--- src/rtl/dmem_arbiter.sv ---
// dmem_arbiter: shares the single-port data memory between the pipeline MEM
// stage and a DMA/loader requester. The CPU has priority and is served
// combinationally. DMA requests are granted as fixed-length bursts with
// address auto-increment. cpu_stall is raised while a burst blocks the CPU.
// Optional feature macro: DMEM_ARB_STARVE_EN adds a starvation counter. The
// counter forces a DMA grant after STARVE_LIMIT consecutive denied cycles.
module dmem_arbiter #(
    parameter int ADDR_W       = 5,
    parameter int DATA_W       = 32,
    parameter int MAX_BURST    = 8,
    parameter int STARVE_LIMIT = 4
) (
    input  logic              clk,
    input  logic              rst,
    input  logic              cpu_rd,
    input  logic              cpu_wr,
    input  logic [ADDR_W-1:0] cpu_addr,
    input  logic [DATA_W-1:0] cpu_wdata,
    output logic              cpu_stall,
    input  logic              dma_req,
    input  logic              dma_we,
    input  logic [ADDR_W-1:0] dma_addr,
    input  logic [3:0]        dma_len,
    input  logic [DATA_W-1:0] dma_wdata,
    output logic              dma_gnt,
    output logic              dma_ack,
    output logic [DATA_W-1:0] dma_rdata,
    output logic              dma_rvalid,
    output logic              dma_done,
    output logic              mem_rd,
    output logic              mem_wr,
    output logic [ADDR_W-1:0] mem_addr,
    output logic [DATA_W-1:0] mem_wdata,
    input  logic [DATA_W-1:0] mem_rdata
);

    localparam int LEN_W = $clog2(MAX_BURST + 1);

    typedef enum logic {
        IDLE  = 1'b0,
        BURST = 1'b1
    } arbState_t;

    arbState_t         state;
    logic              burstWe;
    logic [ADDR_W-1:0] burstAddr;
    logic [LEN_W-1:0]  beatsLeft;
    logic [LEN_W-1:0]  effLen;
    logic              cpuAccess;
    logic              grant;
    logic              starveHit;

    assign cpuAccess = cpu_rd | cpu_wr;
    assign grant     = (state == IDLE) && dma_req && (!cpuAccess || starveHit);

    // Effective burst length: zero means one beat, oversize requests clamp.
    always_comb begin
        // NOTE: every always_comb output gets a default first so no path can infer a latch.
        effLen = LEN_W'(dma_len);
        if (dma_len == 4'd0) begin
            effLen = LEN_W'(1);
        end else if (32'(dma_len) > MAX_BURST) begin
            effLen = LEN_W'(MAX_BURST);
        end
    end

`ifdef DMEM_ARB_STARVE_EN
    localparam int WAIT_W = $clog2(STARVE_LIMIT + 1);

    logic [WAIT_W-1:0] waitCnt;

    // Count consecutive denied request cycles in IDLE, saturating at the limit.
    always_ff @(posedge clk or negedge rst) begin
        if (!rst) begin
            waitCnt <= '0;
        end else if (!dma_req || grant) begin
            waitCnt <= '0;
        end else if (state == IDLE && waitCnt != WAIT_W'(STARVE_LIMIT)) begin
            waitCnt <= waitCnt + WAIT_W'(1);
        end
    end

    assign starveHit = (waitCnt == WAIT_W'(STARVE_LIMIT));
`else
    // No counter: strict CPU priority, starvation relief permanently off.
    assign starveHit = 1'b0 & (STARVE_LIMIT > 0);
`endif

    // Burst FSM: latch the request at grant, step one beat per cycle, pulse done.
    always_ff @(posedge clk or negedge rst) begin
        if (!rst) begin
            state      <= IDLE;
            burstWe    <= 1'b0;
            burstAddr  <= '0;
            beatsLeft  <= '0;
            dma_rdata  <= '0;
            dma_rvalid <= 1'b0;
            dma_done   <= 1'b0;
        end else begin
            // NOTE: sequential state uses non-blocking assignments so every flop samples pre-edge values.
            dma_done   <= 1'b0;
            dma_rvalid <= 1'b0;
            case (state)
                IDLE: begin
                    if (grant) begin
                        state     <= BURST;
                        burstWe   <= dma_we;
                        burstAddr <= dma_addr;
                        beatsLeft <= effLen;
                    end
                end
                BURST: begin
                    burstAddr <= burstAddr + ADDR_W'(1);
                    beatsLeft <= beatsLeft - LEN_W'(1);
                    if (!burstWe) begin
                        dma_rdata  <= mem_rdata;
                        dma_rvalid <= 1'b1;
                    end
                    if (beatsLeft == LEN_W'(1)) begin
                        state    <= IDLE;
                        dma_done <= 1'b1;
                    end
                end
            endcase
        end
    end

    // Memory port steering and handshake outputs; held at zero while in reset.
    always_comb begin
        mem_rd    = 1'b0;
        mem_wr    = 1'b0;
        mem_addr  = '0;
        mem_wdata = '0;
        cpu_stall = 1'b0;
        dma_ack   = 1'b0;
        dma_gnt   = 1'b0;
        if (rst) begin
            if (state == BURST) begin
                mem_rd    = !burstWe;
                mem_wr    = burstWe;
                mem_addr  = burstAddr;
                mem_wdata = burstWe ? dma_wdata : '0;
                cpu_stall = cpuAccess;
                dma_ack   = 1'b1;
            end else begin
                mem_rd    = cpu_rd;
                mem_wr    = cpu_wr;
                mem_addr  = cpuAccess ? cpu_addr : '0;
                mem_wdata = cpu_wr ? cpu_wdata : '0;
                dma_gnt   = grant;
            end
        end
    end

endmodule

--- config.mk ---
export PLATFORM = sky130hd
export DESIGN_NAME = dmem_arbiter
export DESIGN_NICKNAME = d
export VERILOG_FILES = /design/src/rtl/dmem_arbiter.sv
export SDC_FILE = /design/constraint.sdc
export NUM_CORES = 1
export LEC_CHECK = 0
export CAP_MARGIN = 40
export CORE_ASPECT_RATIO = 1.25
export CORE_MARGIN = 3
export CORE_UTILIZATION = 38
export DETAILED_ROUTE_END_ITERATION = 7
export GPL_TIMING_DRIVEN = 0
export HOLD_SLACK_MARGIN = 0.03
export MAX_ROUTING_LAYER = met4
export PLACE_DENSITY = 0.91
export RECOVER_POWER = 25
export SYNTH_ARGS = -nofsm -noshare
export SYNTH_HDL_FRONTEND = slang
export SYNTH_SLANG_ARGS = --single-unit
--- constraint.sdc ---
create_clock -name clk -period 3.32 [get_ports clk]
set_input_delay 0.664 -clock clk [delete_from_list [all_inputs] [get_ports clk]]
set_output_delay 0.664 -clock clk [all_outputs]
set_load 0.02 [all_outputs]
Figure 1. The metal 3 layer.
Drawn at 3 px/um. Cells faint in the background.
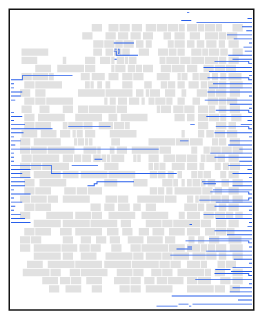
- wire length on this layer: 950 um
- share of all routed wire: 10%
met3 demand-to-capacity share in global routing: 7.52%
DRT Wirelength: 9090 um

==> results.toml <==
# yosys + openroad results
[logic_synthesis]
ys_types = 35
synth_largest_type_area_fraction_pct = 42.2
ys_chip_area_mm2 = 0.00267
ys_cells = 232
ys_seq_elements = 45
area_leaders = "dfrtp_1, mux2_4, a22oi_1"
synth_area_mm2 = 0.00267
post-synth-top-area-cell = "dfrtp_1"
post_synth.cell_area_avg_um2 = 11.5
ys.flop_type = "dfrtp_1"
postSynth.asyncResetShare_pct = 100
postSynthSeqShare_pct = 42.2
synth-edff-count = 0
ys_warn_count = 0

[clocking]
cts_sinks = 45
cts_tree = "yes"
cts_repair_resize_count = 0
cts_max_path_buffers = 2
clockRootBuffer = "clkbuf_8"
post_cts.repair.setup_buffers = 0
clk-insertion-delay-late_ns = 0.29
ctsHoldBuffers = 0
cts.reportedPaths.clkPinSlew_ns = 0.09

[finish]
fin_cells = 519
mostFrequentLayoutCell = "clkdlybuf4s50_1"
fillerInstances = 495
design_area_mm2 = 0.00483
syn2layout_area_growth_pct = 80.8
final_net_count = 550
antenna_cells_inserted = 0
post_route_cells_drive_above_1_share_pct = 13.0
lay_top_cells = "clkdlybuf4s50_1, dfrtp_1, nor2b_1"

[sta]
min_period_over_period_pct = 96.9
timing.final.hold_violations = 0
clock_skew_ns = 0.00759
timing.final.ws_setup_ns = 0.105
max_freq_ghz = 0.311
slew_headroom_pct = -15.2
final_period_minus_worst_setup_slack_ns = 3.22
setup-violations-final = 0
timing.final.max_slew_violations = 34

[worst_setup_path]
worst_path_maximum_fanout = 10
critical_path.endpoint = "mem_wdata[20]"
crit_arrival_ns = 2.55
worstSetupPathType = "input pin to output pin"
r2r_setup_slack_ns = 2.01
cp_slowest_cell = "clkdlybuf4s50_1"
crit_path_start = "cpu_wr"
worstSetupPathDepth = 7
r2r_cells = 4
crit_chain = "clkdlybuf4s50_1 -> nor2b_1 -> buf_2 -> buf_2 -> a22oi_1 -> nor2b_1 -> clkdlybuf4s50_1"
worst-path-buf-inv = 4
critPathTopFamily = "buffers and inverters"
r2r_end = "dma_rdata[18]"
cp_endpoint_kind = "output pin"
timing.rr.start = "state"
critical_path.startpoint_type = "input pin"

[run_status]
failed_checks = "capacitance limit, slew limit"
status = "finished with violations"

[global_routing]
grt_overflow = 0
first_global_vias = 2720
grt_use_total_pct = 22.2
grt_max_degree = 34
antenna_found_initial = 0

[placement]
dp.final_hpwl_um = 7350
place.detailed.instances = 511
placement.io_buffers = 191
place_worst_setup_slack_ns = 0.0649
detailed_place.area_mm2 = 0.00471

[detailed_routing]
post-route-drc-count = 0
first_pass_iters = 4
detail_routed_net_length_per_standard_cell_um = 17.5
dr_total_vias = 2545
number_of_design_rule_violations_left_by_the_first_detailed_router_iteration = 45

[floorplanning]
chipHeight_um = 99.7
die_width_um = 81.0
fp.dieArea_mm2 = 0.00808
placement_rows = 33
placeableCoreArea_mm2 = 0.00669
initial_core_util_pct = 39.9
number_of_placed_i_o_pins = 192

[power]
peak_ir_drop_on_the_vdd_network_v = 0.000566
powerDensity_mw_per_mm2 = 796
report.power.total_mw = 3.84
p_leak_nw = 2.29

[job]
max_cap_viol_count = 1

[hold_path]
min-delay-path-class = "input pin to async pin"
Figure 2. The clock network.
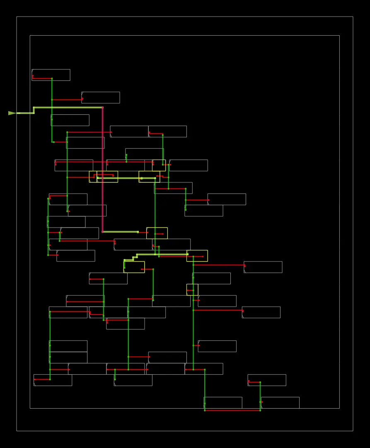
power drawn by the clock network: 0.339 mW
Flops: 45
Inserted Clock Buffers: 5

[layout make-up]
type	instances	area [um2]	area share, %
Sequential cell	45	1130	23.3
Inverter	3	11.3	0.233
Tap cell	87	109	2.25
Buffer	21	125	2.59
Multi-Input combinational cell	163	1410	29.2
Timing Repair Buffer	192	1960	40.6
Clock buffer	5	68.8	1.42
Clock inverter	3	21.3	0.440
[layer usage]
layer  vias to the layer above  part of all wire (%)  global-route usage, %
met3                        16                    10                   7.52
met5                         -                     0                      -
li1                       1216                     -                      -
met2                       133                    52                   40.0
met4                         0                   2.2                   5.33
met1                      1180                    36                   22.9
[kinds of logic after synthesis]
group / count (synthesis) / share of synthesized area (%)
fa+ha+maj: 3 / 1.41
xor+xnor: 5 / 1.64
simple gates: 66 / 15.1
compound gates: 45 / 12.5
flops: 45 / 42.2
buf+inv: 24 / 5.11
mux: 44 / 22.1
[cells in the mapped netlist, drive strengths merged, types with 2 or more instances]
master,instances
dfrtp,45
nor2b,35
a22oi,33
mux2,33
buf,16
mux2i,11
nand2,7
nor2,6
a21boi,5
clkbuf,5
nand3b,5
and2,4
ha,3
inv,3
xnor2,3
nand3,2
o21ai,2
xor2,2
[report_power, final]
group / switching, mW / internal, mW
sequential: 0.187 / 0.833
clock: 0.189 / 0.149
combinational: 1.13 / 1.36
[stage by stage]
step	hold slack, ns	setup TNS, ns	utilization (%)
after floorplan	0.368	0	-
after global placement	0.471	-50.12	70.1
after detailed placement	0.478	0	70.4
after CTS	0.294	0	71.7
after global routing	0.290	0	72.2
final	0.277	0	72.2
[sequential cells by signal (all words and copies together), names as in the netlist]
signal      count
burstAddr       5
dma_rvalid      1
burstWe         1
dma_rdata      32
dma_done        1
beatsLeft       4
state           1
Power is estimated from default activity; no workload was simulated.
